Fig. 1: run 1, the metal 1 layer
Scale bar: 50 um.
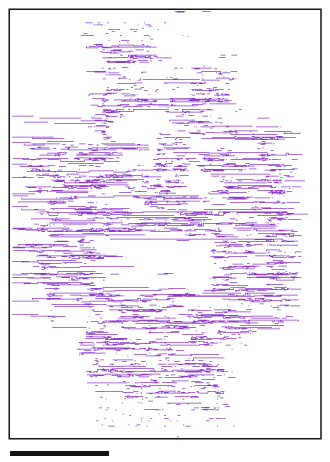
Fig. 2: run 1, metal 2
Scale bar: 50 um.
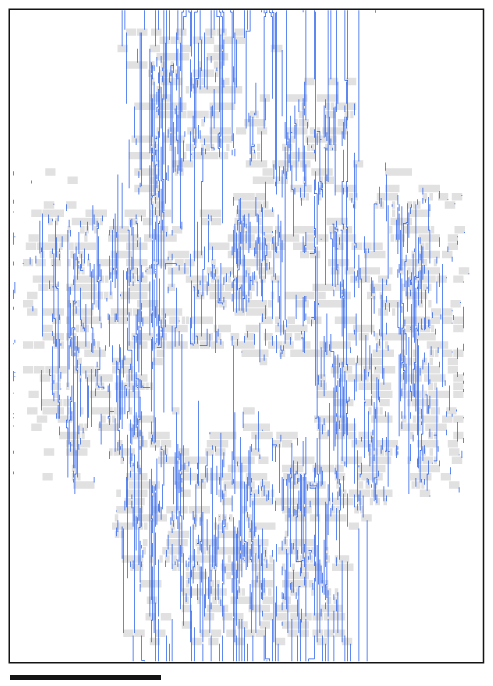
Fig. 3: run 1, signal wires on met3
Scale bar: 50 um.
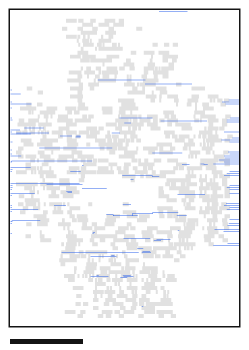
## config.mk

```make
export PLATFORM = sky130hd
export DESIGN_NAME = des_block_loader_flat
export DESIGN_NICKNAME = d
export VERILOG_FILES = /design/src/rtl/des_pkg.sv /design/src/rtl/des_block_loader_if.sv /design/src/rtl/des_block_loader_packer.sv /design/src/rtl/des_block_loader.sv /design/src/flat_wrapper.sv
export SDC_FILE = /design/constraint.sdc
export NUM_CORES = 1
export LEC_CHECK = 0
export CORE_ASPECT_RATIO = 1.4
export CORE_MARGIN = 4
export CORE_UTILIZATION = 25
export DETAILED_ROUTE_END_ITERATION = 8
export PLACE_DENSITY = 0.53
export SETUP_SLACK_MARGIN = 0.3
export SLEW_MARGIN = 20
export SYNTH_ARGS = -nofsm -noshare
export SYNTH_HDL_FRONTEND = slang
export SYNTH_HIERARCHICAL = 1
export SYNTH_SLANG_ARGS = --single-unit
```

## constraint.sdc

```tcl
create_clock -name clk -period 8.3 [get_ports clk]
set_clock_uncertainty 0.2 [all_clocks]
set_input_delay 1.66 -clock clk [delete_from_list [all_inputs] [get_ports clk]]
set_output_delay 1.66 -clock clk [all_outputs]
set_load 0.05 [all_outputs]
```

## src/rtl/des_pkg.sv

```systemverilog
// Shared types and constants for the DES block loader: block/key types, loader
// state encoding and a DES key parity helper.
package des_pkg;

    typedef logic [1:64] des_blk_t;
    typedef logic [1:64] des_key_t;

    localparam int DES_BLK_BYTES = 8;

    typedef enum logic {
        COLLECT = 1'b0,
        HOLD    = 1'b1
    } des_ld_state_t;

    // DES keys carry odd parity per byte; returns 1 if any byte has even parity.
    function automatic logic key_parity_bad(input des_key_t k);
        logic bad;
        bad = 1'b0;
        for (int b = 0; b < DES_BLK_BYTES; b++) begin
            if (^k[(b*8)+1 +: 8] == 1'b0) begin
                bad = 1'b1;
            end
        end
        return bad;
    endfunction

endpackage

```

## src/rtl/des_block_loader_if.sv

```systemverilog
// Byte-stream valid/ready interface feeding the DES block loader.
interface des_block_loader_if;

    logic       in_valid;
    logic       in_ready;
    logic [7:0] in_data;
    logic       in_is_key;

    modport master (
        output in_valid,
        output in_data,
        output in_is_key,
        input  in_ready
    );

    modport slave (
        input  in_valid,
        input  in_data,
        input  in_is_key,
        output in_ready
    );

endinterface

```

## src/rtl/des_block_loader_packer.sv

```systemverilog
// Byte packer: shifts stream bytes into a 64-bit shadow, counts 8 bytes per
// block, latches the block type on byte 0 and flags mid-block type changes.
module des_byte_packer
    import des_pkg::*;
(
    input  logic       clk,
    input  logic       rst,
    input  logic       i_xfer,
    input  logic [7:0] i_data,
    input  logic       i_is_key,
    output logic       o_blk_done,
    output logic       o_blk_is_key,
    output des_blk_t   o_blk_data,
    output logic       o_mismatch
);

    des_blk_t   r_shadow;
    logic [2:0] r_cnt;
    logic       r_is_key;
    logic       w_mismatch;

    assign w_mismatch   = i_xfer && (r_cnt != 3'd0) && (i_is_key != r_is_key);
    assign o_mismatch   = w_mismatch;
    // The completing byte is folded in combinationally so the commit happens on its own edge.
    assign o_blk_done   = i_xfer && (r_cnt == 3'd7) && !w_mismatch;
    assign o_blk_is_key = r_is_key;
    assign o_blk_data   = {r_shadow[9:64], i_data};

    always_ff @(posedge clk) begin
        if (rst) begin
            r_shadow <= '0;
            r_cnt    <= 3'd0;
            r_is_key <= 1'b0;
        end else if (w_mismatch) begin
            r_shadow <= '0;
            r_cnt    <= 3'd0;
        end else if (i_xfer) begin
            r_shadow <= {r_shadow[9:64], i_data};
            r_cnt    <= r_cnt + 3'd1;
            if (r_cnt == 3'd0) begin
                r_is_key <= i_is_key;
            end
        end
    end

endmodule

```

## src/rtl/des_block_loader.sv

```systemverilog
// DES block loader top: commits packed key/message blocks to the DES core and
// holds each message for HOLD_CYCLES. Optional key parity check: PARITY_CHECK_EN.
module des_block_loader
    import des_pkg::*;
#(
    parameter int HOLD_CYCLES = 17
) (
    input  logic                  clk,
    input  logic                  rst,
    des_block_loader_if.slave     s,
    output des_key_t              key,
    output des_blk_t              msg,
    output logic                  blk_valid,
    output logic                  key_loaded,
    output logic                  busy,
    output logic                  err_seq,
    output logic                  err_nokey
`ifdef PARITY_CHECK_EN
    ,
    output logic                  key_err
`endif
);

    localparam int BYTES_PER_BLK = DES_BLK_BYTES;

    des_ld_state_t r_state;
    logic [7:0]    r_hold_cnt;
    des_key_t      r_key;
    des_blk_t      r_msg;
    logic          r_blk_valid;
    logic          r_key_loaded;
    logic          r_busy;
    logic          r_err_seq;
    logic          r_err_nokey;
`ifdef PARITY_CHECK_EN
    logic          r_key_err;
`endif

    logic          w_in_ready;
    logic          w_xfer;
    logic          w_blk_done;
    logic          w_blk_is_key;
    des_blk_t      w_blk_data;
    logic          w_mismatch;
    logic          w_key_ok;

    assign w_in_ready = (r_state == COLLECT) && !rst;
    assign w_xfer     = s.in_valid && w_in_ready;

`ifdef PARITY_CHECK_EN
    assign w_key_ok = r_key_loaded && !r_key_err;
`else
    assign w_key_ok = r_key_loaded;
`endif

    des_byte_packer u_packer (
        .clk          (clk),
        .rst          (rst),
        .i_xfer       (w_xfer),
        .i_data       (s.in_data),
        .i_is_key     (s.in_is_key),
        .o_blk_done   (w_blk_done),
        .o_blk_is_key (w_blk_is_key),
        .o_blk_data   (w_blk_data),
        .o_mismatch   (w_mismatch)
    );

    always_ff @(posedge clk) begin
        if (rst) begin
            r_state      <= COLLECT;
            r_hold_cnt   <= 8'd0;
            r_key        <= '0;
            r_msg        <= '0;
            r_blk_valid  <= 1'b0;
            r_key_loaded <= 1'b0;
            r_busy       <= 1'b0;
            r_err_seq    <= 1'b0;
            r_err_nokey  <= 1'b0;
`ifdef PARITY_CHECK_EN
            r_key_err    <= 1'b0;
`endif
        end else begin
            r_blk_valid <= 1'b0;
            r_err_nokey <= 1'b0;
            r_err_seq   <= w_mismatch;
            case (r_state)
                COLLECT: begin
                    if (w_blk_done) begin
                        if (w_blk_is_key) begin
                            r_key        <= w_blk_data;
                            r_key_loaded <= 1'b1;
`ifdef PARITY_CHECK_EN
                            r_key_err    <= key_parity_bad(w_blk_data);
`endif
                        end else if (w_key_ok) begin
                            r_msg       <= w_blk_data;
                            r_blk_valid <= 1'b1;
                            r_busy      <= 1'b1;
                            r_hold_cnt  <= 8'(HOLD_CYCLES);
                            r_state     <= HOLD;
                        end else begin
                            r_err_nokey <= 1'b1;
                        end
                    end
                end
                HOLD: begin
                    // Counter value equals remaining busy cycles, including the current one.
                    if (r_hold_cnt == 8'd1) begin
                        r_busy  <= 1'b0;
                        r_state <= COLLECT;
                    end else begin
                        r_hold_cnt <= r_hold_cnt - 8'd1;
                    end
                end
                default: r_state <= COLLECT;
            endcase
        end
    end

    assign s.in_ready  = w_in_ready;
    assign key         = r_key;
    assign msg         = r_msg;
    assign blk_valid   = r_blk_valid;
    assign key_loaded  = r_key_loaded;
    assign busy        = r_busy;
    assign err_seq     = r_err_seq;
    assign err_nokey   = r_err_nokey;
`ifdef PARITY_CHECK_EN
    assign key_err     = r_key_err;
`endif

endmodule

```

## src/flat_wrapper.sv

```systemverilog
// flat-port wrapper written by rule: the top's interface ports become plain ports
module des_block_loader_flat import des_pkg::*;
#(
    parameter int HOLD_CYCLES = 17
)
  (clk, rst, key, msg, blk_valid, key_loaded, busy, err_seq, err_nokey, s_in_valid, s_in_data, s_in_is_key, s_in_ready);
  des_block_loader_if s_i ();
  input  logic clk;
  input  logic rst;
  output des_key_t key;
  output des_blk_t msg;
  output logic blk_valid;
  output logic key_loaded;
  output logic busy;
  output logic err_seq;
  output logic err_nokey;
  input wire logic [$bits(s_i.in_valid)-1:0] s_in_valid;
  input wire logic [$bits(s_i.in_data)-1:0] s_in_data;
  input wire logic [$bits(s_i.in_is_key)-1:0] s_in_is_key;
  output wire logic [$bits(s_i.in_ready)-1:0] s_in_ready;
  assign s_i.in_valid = s_in_valid;
  assign s_i.in_data = s_in_data;
  assign s_i.in_is_key = s_in_is_key;
  assign s_in_ready = s_i.in_ready;
  des_block_loader #(.HOLD_CYCLES(HOLD_CYCLES)) u_core (.clk(clk), .rst(rst), .s(s_i), .key(key), .msg(msg), .blk_valid(blk_valid), .key_loaded(key_loaded), .busy(busy), .err_seq(err_seq), .err_nokey(err_nokey));
endmodule
```

==> results_slide.txt, run 1 <==
Implementation Results

Route
  – Vias per inst: 4.708
  – DRC errors left: 0
  – Number of search-and-repair iterations in the first detailed-routing pass: 5
  – Top Metal Used: met4

Synth
  – Proportion of synthesized flip-flops having asynchronous set or reset: 0
  – Post-synthesis instance area: 7680 sq um
  – Count of flip-flops with a built-in enable after synthesis: 0
  – Largest combinational cell category by area: AND-OR/OR-AND gates
  – Chip area from the yosys synthesis statistics: 7680 sq um
  – Synth warn: 6
  – Yosys cell count: 865
  – Most used standard cells in the synthesized netlist: 260 x sky130_fd_sc_hd__nand2_1, 202 x sky130_fd_sc_hd__dfxtp_1, 131 x sky130_fd_sc_hd__a21oi_1

STA
  – Slew Limit Headroom: 0.2867
  – Smallest hold slack: 0.2525 ns
  – Worst-Margin Slew: 1.070 ns
  – Post-layout period usage of the worst path: 0.6153

Cells and area
  – Most common logic cells in the final layout: 260 x sky130_fd_sc_hd__nand2_1, 202 x sky130_fd_sc_hd__dfxtp_1, 144 x sky130_fd_sc_hd__clkdlybuf4s50_1, 131 x sky130_fd_sc_hd__a21oi_1, 60 x sky130_fd_sc_hd__mux2i_1
  – FILL cells: 3068

GRT
  – Routing usage on met3: 0.02084
  – Overall fraction of global-route tracks in use: 0.1324
  – Met2 global-route usage: 0.2337
  – GRT busiest layer: met2
  – Antenna violations before repair: 0

Hold path
  – Worst hold start: u_core/key[43]

Die
  – Die height: 215.4 um

Placement
  – Cell Area, Placed: 9283 sq um
  – PortBufs: 145
  – Half-perimeter wire length after detailed placement: 14.68 mm
  – Final weighted congestion of routability-driven global placement: 0.7019

Clocking
  – Count of cells resized by post-cts repair: 0
  – Post-CTS setup buffers: 0
  – Count of hold-fix buffers inserted at cts: 0

Worst setup path
  – Endpoint arrival time on the critical path: 3.25 ns
  – Number of cell instances on the worst register-to-register path: 8
  – Slowest cell on the critical path: sky130_fd_sc_hd__clkdlybuf4s50_1
  – Class of the most critical setup path: primary input to primary output

Outcome
  – Result of the run: finished, final reports clean

Power and ir drop
  – PnR Total Power: 0.001999 W

Run
  – Number of warnings the tools reported: 30
-- Fig. 1 (at the start) --
- wire length on this layer: 9710 um
- share of all routed wire: 42%
- main direction: horizontal
- longest straight run: 42.8 um
- nets with wire on the layer: 876

-- Fig. 2 (at the start) --
- share of all routed wire: 51%
- longest straight run: 66.1 um
- main direction: vertical
- nets with wire on the layer: 757
- wire length on this layer: 11800 um

-- Fig. 3 (at the start) --
- share of all routed wire: 5.0%
- longest straight run: 54.7 um

## run 1: worst min-delay path by stage
stage | to | slack (ns) | cells after the start
finish | u_core/key[43] | 0.25 | 2
detailed placement | u_core/key[50] | 0.25 | 2
global route | u_core/key[42] | 0.27 | 2
CTS | u_core/key[50] | 0.26 | 2
global placement | u_core/msg[22] | 0.24 | 2
floorplan | u_core/key[63] | 0.24 | 2
## run 1: area by class of cell
cell class	count	area share
well taps	385	0.04831
flip-flops and latches	202	0.4055
inverters	7	0.002635
clock buffers	29	0.06198
clock inverters	8	0.006775
repair buffers	153	0.1521
multi-input cells	568	0.3227
## run 1: report_power, final
group,switching [W],internal (W),total [W]
Combinational,0.0000578,0.0000214,0.0000792
Clock,0.000388,0.000552,0.000940
Sequential,0.00000612,0.000973,0.000980
## Run 2: what changed since run 1
Clock period 8.3 ns to 4.7 ns, I/O delays scaled along.
Fig. 4: run 2, signal wires on met3
Scale bar: 50 um.
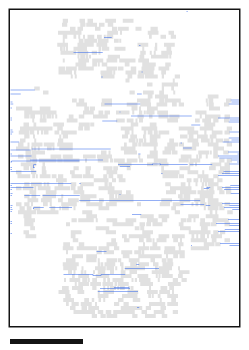
- nets with wire on the layer: 86
- longest straight run: 82.1 um
total via count after detailed routing: 6390
drt total wl: 23.04 mm
routing usage on met3: 0.02124

Fig. 5: run 2, metal 2
Scale bar: 50 um.
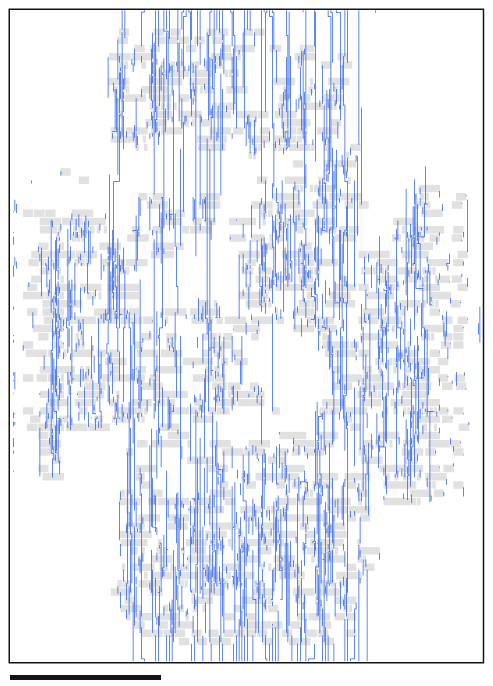
- share of all routed wire: 49%
- wire length on this layer: 11300 um
- main direction: vertical
met2 global-route usage: 0.2233

Fig. 6: run 2, the metal 1 layer
Scale bar: 50 um.
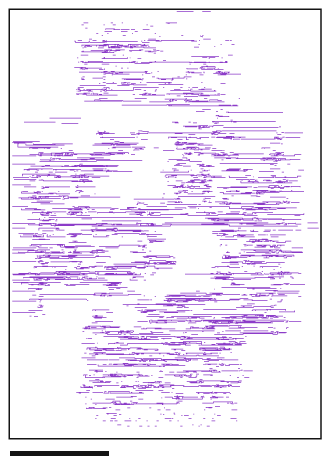
- main direction: horizontal
- longest straight run: 62.6 um
met1 GRT Util: 0.1732

==> results_slide.txt, run 2 <==
Implementation Results

STA
  – Post-layout period usage of the worst path: 0.7207
  – Smallest hold slack: 0.2509 ns (-0.001647 ns)
  – Worst-Margin Slew: 0.9328 ns (-0.1371 ns)

Cells and area
  – Non-clock buffer count in the final layout: 158 (+3.3%)
  – Dominant kind of cell by area: registers
  – Share of the final layout cell area in multi-input gates: 0.3193 (-0.003367)
  – Clock buffer and inverter area fraction after layout: 0.07139 (+0.002635)
  – FILL cells: 3064 (-0.13%)
  – Combinational gates: 568 (unchanged)
  – Count of clock buffers in the final design: 32 (+10%)
  – Most common logic cells in the final layout: 260 x sky130_fd_sc_hd__nand2_1, 202 x sky130_fd_sc_hd__dfxtp_1, 144 x sky130_fd_sc_hd__clkdlybuf4s50_1, 131 x sky130_fd_sc_hd__a21oi_1, 60 x sky130_fd_sc_hd__mux2i_1
  – Non-clock inverter total of the final layout: 7 (unchanged)
  – Relative area of non-clock buffer cells in the final design: 0.1576 (+0.005491)
  – Registers: 202 (unchanged)
  – Flop share of the area: 0.4013 (-0.004231)

GRT
  – Overall fraction of global-route tracks in use: 0.1322 (-0.0002021)
  – GRT busiest layer: met2
  – Antenna violations before repair: 0 (unchanged)

Worst setup path
  – Endpoint arrival time on the critical path: 3.54 ns (+0.29 ns)
  – Number of cell instances on the worst register-to-register path: 9 (+1)
  – Class of the most critical setup path: primary input to flop
  – Slowest cell on the critical path: sky130_fd_sc_hd__nand3b_1

Synth
  – Post-synthesis instance area: 7680 sq um (unchanged)
  – Synth warn: 6 (unchanged)
  – Chip area from the yosys synthesis statistics: 7680 sq um (unchanged)
  – Yosys cell count: 865 (unchanged)
  – Most used standard cells in the synthesized netlist: 260 x sky130_fd_sc_hd__nand2_1, 202 x sky130_fd_sc_hd__dfxtp_1, 131 x sky130_fd_sc_hd__a21oi_1
  – Proportion of synthesized flip-flops having asynchronous set or reset: 0 (unchanged)
  – Largest combinational cell category by area: AND-OR/OR-AND gates

Power and ir drop
  – Reported sequential group power: 0.00173 W (+77%)
  – Combinational power share: 0.040 (about the same)
  – Clock group total power: 0.00173 W (+84%)
  – Internal portion of total power: 0.002784 W (+80%)
  – Power share of the sequential group: 0.480 (-0.010)
  – Combinational group power: 0.000143 W (+81%)
  – PnR Total Power: 0.003606 W (+80%)
  – Switching share of power: 0.2279 (+0.001673)
  – Top contributor to total power: registers

Route
  – DRC errors left: 0 (unchanged)
  – Number of search-and-repair iterations in the first detailed-routing pass: 4 (-1)
  – Top Metal Used: met4

Placement
  – Half-perimeter wire length after detailed placement: 14.47 mm (-1.4%)
  – Final weighted congestion of routability-driven global placement: 0.6978 (-0.58%)
  – PortBufs: 145 (unchanged)
  – Cell Area, Placed: 9358 sq um (+0.81%)

Outcome
  – Result of the run: finished, final reports clean

Run
  – Number of warnings the tools reported: 30 (unchanged)

Clocking
  – Count of cells resized by post-cts repair: 0 (unchanged)
  – Count of hold-fix buffers inserted at cts: 0 (unchanged)
[run 2: cell counts after synthesis]
Identical to the previous run, type by type.
[run 2: how the worst min path moves through the flow]
stage | cells after the start | slack, ns | from | end
6_report | 2 | 0.25 | u_core/msg[49] | u_core/msg[49]
5_1_grt | 2 | 0.28 | u_core/msg[39] | u_core/msg[39]
4_1_cts | 2 | 0.25 | u_core/key[1] | u_core/key[1]
3_5_place_dp | 2 | 0.25 | u_core/key[3] | u_core/key[3]
3_3_place_gp | 2 | 0.24 | u_core/key[0] | u_core/key[0]
2_1_floorplan | 2 | 0.24 | u_core/u_packer/r_shadow[55] | u_core/key[63]
[run 2: worst max-delay path: cells and delay by family]
kind	cells	cell delay, ns
AND-OR/OR-AND	2	0.44
buffers and inverters	2	0.95
AND/OR/NAND/NOR	4	1.18
Power is estimated from default activity; no workload was simulated.
